## src/rtl/pt_uart_frame_rx.sv

```systemverilog
// pt_uart_frame_rx: UART receiver (8N1, or 8E1 when PT_UART_FRAME_PARITY_EN is
// defined) that packs three bytes into a 24-bit word for the pt_enc encoder and
// paces load strobes at least FRAME_GAP cycles apart, with one pending slot.
module pt_uart_frame_rx #(
   parameter int CLKS_PER_BIT = 16,
   parameter int FRAME_GAP    = 1024,
   parameter int TIMEOUT_BITS = 20
) (
   input  logic        clk,
   input  logic        rst,
   input  logic        rx,
   output logic [23:0] ad,
   output logic        ld,
   output logic        busy,
   output logic        frame_err,
   output logic        ovf
);

   localparam int CW       = (CLKS_PER_BIT > 2) ? $clog2(CLKS_PER_BIT) : 1;
   localparam int TO_LIMIT = TIMEOUT_BITS * CLKS_PER_BIT;
   localparam int TW       = $clog2(TO_LIMIT + 1);
   localparam int GW       = $clog2(FRAME_GAP + 1);
   localparam logic [CW-1:0] BIT_LAST  = CW'(CLKS_PER_BIT - 1);
   localparam logic [CW-1:0] HALF_LAST = CW'(CLKS_PER_BIT / 2 - 1);

`ifdef PT_UART_FRAME_PARITY_EN
   typedef enum logic [2:0] {IDLE, START, DATA, PARITY, STOP, WAIT_HIGH} state_t;
`else
   typedef enum logic [2:0] {IDLE, START, DATA, STOP, WAIT_HIGH} state_t;
`endif

   logic          rx_meta, rxs;
   state_t        state, state_next;
   logic [CW-1:0] bit_cnt, bit_cnt_next;
   logic [2:0]    bit_idx, bit_idx_next;
   logic [7:0]    shift, shift_next;
   logic          byte_ok, byte_bad;
`ifdef PT_UART_FRAME_PARITY_EN
   logic          par_bad, par_bad_next;
`endif

   logic [15:0]   stage;
   logic [1:0]    byte_cnt;
   logic [TW-1:0] to_cnt;
   logic          to_run, timeout_hit, word_done;
   logic [23:0]   word;
   logic [GW-1:0] gap;
   logic          pend_valid;
   logic [23:0]   pend_word;

   // Two-flop synchronizer; idles high so reset never looks like a start bit.
   always_ff @(posedge clk or posedge rst) begin
      if (rst) begin
         rx_meta <= 1'b1;
         rxs     <= 1'b1;
      end else begin
         rx_meta <= rx;
         rxs     <= rx_meta;
      end
   end

   // Receive FSM state and bit-timing registers.
   always_ff @(posedge clk or posedge rst) begin
      if (rst) begin
         state   <= IDLE;
         bit_cnt <= '0;
         bit_idx <= '0;
         shift   <= '0;
`ifdef PT_UART_FRAME_PARITY_EN
         par_bad <= 1'b0;
`endif
      end else begin
         state   <= state_next;
         bit_cnt <= bit_cnt_next;
         bit_idx <= bit_idx_next;
         shift   <= shift_next;
`ifdef PT_UART_FRAME_PARITY_EN
         par_bad <= par_bad_next;
`endif
      end
   end

   // Receive FSM next state: mid-bit sampling, LSB first, stop-bit verdict.
   always_comb begin
      state_next   = state;
      bit_cnt_next = bit_cnt;
      bit_idx_next = bit_idx;
      shift_next   = shift;
      byte_ok      = 1'b0;
      byte_bad     = 1'b0;
`ifdef PT_UART_FRAME_PARITY_EN
      par_bad_next = par_bad;
`endif
      case (state)
         IDLE: begin
            bit_cnt_next = '0;
            if (!rxs) state_next = START;
         end
         START: begin
            if (bit_cnt == HALF_LAST) begin
               bit_cnt_next = '0;
               bit_idx_next = '0;
               state_next   = rxs ? IDLE : DATA;
            end else begin
               bit_cnt_next = bit_cnt + 1'b1;
            end
         end
         DATA: begin
            if (bit_cnt == BIT_LAST) begin
               bit_cnt_next = '0;
               shift_next   = {rxs, shift[7:1]};
               bit_idx_next = bit_idx + 1'b1;
`ifdef PT_UART_FRAME_PARITY_EN
               if (bit_idx == 3'd7) state_next = PARITY;
`else
               if (bit_idx == 3'd7) state_next = STOP;
`endif
            end else begin
               bit_cnt_next = bit_cnt + 1'b1;
            end
         end
`ifdef PT_UART_FRAME_PARITY_EN
         PARITY: begin
            if (bit_cnt == BIT_LAST) begin
               bit_cnt_next = '0;
               par_bad_next = ^{rxs, shift};
               state_next   = STOP;
            end else begin
               bit_cnt_next = bit_cnt + 1'b1;
            end
         end
`endif
         STOP: begin
            if (bit_cnt == BIT_LAST) begin
               bit_cnt_next = '0;
`ifdef PT_UART_FRAME_PARITY_EN
               byte_bad = !rxs || par_bad;
`else
               byte_bad = !rxs;
`endif
               byte_ok    = !byte_bad;
               state_next = rxs ? IDLE : WAIT_HIGH;
            end else begin
               bit_cnt_next = bit_cnt + 1'b1;
            end
         end
         WAIT_HIGH: begin
            if (rxs) state_next = IDLE;
         end
         default: state_next = IDLE;
      endcase
   end

   assign word        = {stage, shift};
   assign word_done   = byte_ok && (byte_cnt == 2'd2);
   assign to_run      = (state == IDLE) && rxs && (byte_cnt != 2'd0);
   assign timeout_hit = to_run && (to_cnt == TW'(TO_LIMIT - 1));

   // Frame assembler: collect bytes, drop partial frames on error or rx idle.
   always_ff @(posedge clk or posedge rst) begin
      if (rst) begin
         stage    <= '0;
         byte_cnt <= '0;
         to_cnt   <= '0;
      end else begin
         if (byte_bad || timeout_hit) begin
            byte_cnt <= '0;
         end else if (byte_ok) begin
            stage    <= {stage[7:0], shift};
            byte_cnt <= (byte_cnt == 2'd2) ? 2'd0 : byte_cnt + 1'b1;
         end
         to_cnt <= (to_run && !timeout_hit) ? to_cnt + 1'b1 : '0;
      end
   end

   // Output pacing: direct load when idle, else one pending word, else drop.
   always_ff @(posedge clk or posedge rst) begin
      if (rst) begin
         ad         <= '0;
         ld         <= 1'b0;
         ovf        <= 1'b0;
         frame_err  <= 1'b0;
         gap        <= '0;
         pend_valid <= 1'b0;
         pend_word  <= '0;
      end else begin
         ld        <= 1'b0;
         ovf       <= 1'b0;
         frame_err <= byte_bad || timeout_hit;
         if (pend_valid && gap == '0) begin
            ld         <= 1'b1;
            ad         <= pend_word;
            gap        <= GW'(FRAME_GAP);
            pend_valid <= 1'b0;
         end else if (gap != '0) begin
            gap <= gap - 1'b1;
         end
         if (word_done) begin
            if (pend_valid) begin
               ovf <= 1'b1;
            end else if (gap == '0) begin
               ld  <= 1'b1;
               ad  <= word;
               gap <= GW'(FRAME_GAP);
            end else begin
               pend_valid <= 1'b1;
               pend_word  <= word;
            end
         end
      end
   end

   assign busy = (gap != '0);

endmodule
```

## config.mk

```make
export PLATFORM = sky130hd
export DESIGN_NAME = pt_uart_frame_rx
export DESIGN_NICKNAME = d
export VERILOG_FILES = /design/src/rtl/pt_uart_frame_rx.sv
export SDC_FILE = /design/constraint.sdc
export NUM_CORES = 1
export LEC_CHECK = 0
export ABC_AREA = 1
export CAP_MARGIN = 10
export CORE_MARGIN = 5
export CORE_UTILIZATION = 40
export DETAILED_ROUTE_END_ITERATION = 10
export SETUP_SLACK_MARGIN = 0.4
export SYNTH_ARGS = -nofsm -noshare
export SYNTH_HDL_FRONTEND = slang
export SYNTH_SLANG_ARGS = --single-unit
```

## constraint.sdc

```tcl
create_clock -name clk -period 8.3 [get_ports clk]
set_input_delay 0.83 -clock clk [delete_from_list [all_inputs] [get_ports clk]]
set_output_delay 0.83 -clock clk [all_outputs]
set_load 0.01 [all_outputs]
```

Clock nets:
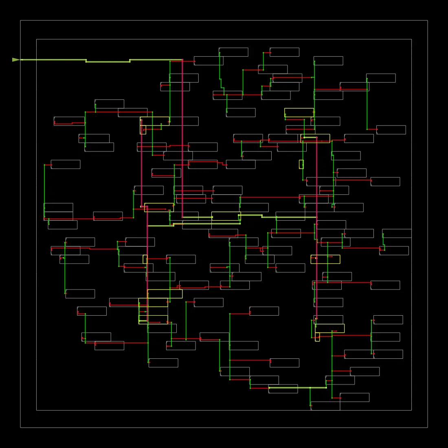
clock buffer count: 12
CTS sink cnt: 110
Clk power: 0.000420 W

Routed clock nets over the placement:
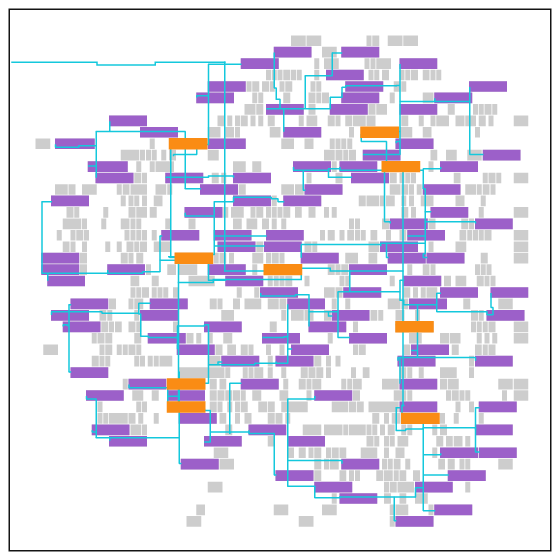
[orange] clock drivers | count: 9
[purple] flip-flops | count: 110
[cyan] clock wires | length: 1,440 um
flops lie	widely spread
routed clock nets	10

==> impl_metrics.ini <==
; physical design summary
[outcome]
status = finished, final reports clean

[min_path]
holdPathEnd = rxs
holdPathStages = 0
min_path_type = register to register

[cts]
cts_tree = done
clkTransAtPathRegs_ns = 0.07
clockBufferDepth = 2
post_cts_resized = 0
h-tree-depth = 3
cts_setup_buffers = 0
clk_latency_ns = 0.35

[run]
drv_cap = 0
warning_count = 27

[synthesis]
ys_types = 34
synthMostInstantiatedCell = nand2_1
synth_flops = 110
syn_avg_cell_area_um2 = 8.44
yosysSeqAreaShare = 0.492
yosys-stat-cells = 664
fp_nets = 673
ys.flop_type = dfrtp_1
synthCells = 664
top_area_frac = 0.482
synth_area_leader_cell = dfrtp_1
synth_warnings = 0

[floorplan]
core.rowCount = 43
die_y_um = 128
die_w_um = 128
die_area_um2 = 16500
ioPinCount = 31
core_area_um2 = 13800

[final_layout]
nets = 687
syn2layout_area_growth_pct = 10.6
fillers = 1325
layout_top_cell = nand2_1
drive_gt1_frac = 0.109
final_cell_area_um2 = 6200
final_cell_mix = nand2_1, dfrtp_1, nand3_1

[worst_setup_path]
endpoint = busy
reg2reg_depth = 8
crit_start = gap[0]
r2r_slack_ns = 5.66
arrival_ns = 2.22
r2r-end = pend_word[10]
path_max_fanout = 24
r2r_start = gap[0]
path_class = register to output pin

[route]
routed_wl_mm = 12.7
drt_iter0_drc = 263
wl_met1_mm = 5.94
dr_wl_met2_mm = 6.27
firstDrtPassIters = 5
maxUsedRoutingLayer = met4
vias = 4392
routed-wl-met3_um = 352

[global_route]
antenna_found_initial = 0
grtUsageMet1 = 0.208
grt_pass1_wl_mm = 21.3
top_usage_layer = met2
grt_pass1_vias = 4425
gr-usage-all-layers = 0.159
use_met3 = 0.0212
grt_max_degree = 65

[sta]
rsz0062_at_grt = no
final_max_slew_viol_count = 0
max_slew_margin = 0.350
period_used_share = 0.367
final-setup-viol-count = 0
finClkSkew_ns = 0.00877
max_freq_mhz = 328
hold_viol = 0
worst_pin_slew_ns = 0.973

[pwr]
leakagePower_nw = 3.08

[placed_design]
numPortBuffers = 30
place_area_um2 = 5930
gp_congestion = 0.806
-- kinds of logic (layout without fill, tap and decap cells) --
kind of cell	count (synthesis)	in the layout	share of synthesized area
compound gates	68	68	0.0724
xor+xnor	4	4	0.00625
flops	110	110	0.492
simple gates	367	367	0.322
fa+ha+maj	6	6	0.0134
buf+inv	109	126	0.0943
-- state kept, by name, indices dropped and copies added, names as in the netlist --
name,cells
shift,8
gap,11
byte_cnt,2
rxs,1
state,3
frame_err,1
ovf,1
ld,1
to_cnt,9
stage,16
bit_idx,3
pend_word,24
bit_cnt,4
rx_meta,1
pend_valid,1
ad,24
-- through the flow --
step	util	hold slack, ns	cells	total power [W]	setup WS (ns)
floorplan	-	0.345	664	0.000634	4.57
global placement	0.429	0.346	847	0.000650	5.66
detailed placement	0.429	0.349	847	0.000656	5.62
CTS	0.448	0.359	861	0.00108	5.24
global route	0.448	0.363	861	0.00111	5.13
finish	0.448	0.358	861	0.00107	5.25
-- critical path, stage by stage (launching register included) --
cell and delay, ns:
dfrtp_1 0.39, inv_1 0.10, ha_1 0.19, nand2_1 0.09
nor2_4 0.27, nand2_4 0.26, clkdlybuf4s50_1 0.56
-- where the power goes --
group | switching (W) | total, W | leakage [nW] | internal (W)
Clock | 0.000189 | 0.000420 | 0.132 | 0.000231
Sequential | 0.0000140 | 0.000564 | 1.52 | 0.000550
Combinational | 0.0000577 | 0.0000819 | 1.42 | 0.0000242
-- cell type report --
| type | count | area, um2 | area share |
|---|---|---|---|
| clock buffer | 12 | 236 | 0.0382 |
| sequential | 110 | 2760 | 0.445 |
| timing repair buffer | 33 | 323 | 0.0521 |
| clock inverter | 2 | 35.0 | 0.00565 |
| tap | 180 | 225 | 0.0363 |
| multi-input combinational | 445 | 2320 | 0.374 |
| inverter | 79 | 304 | 0.0491 |
Power and IR drop assume default switching activity.
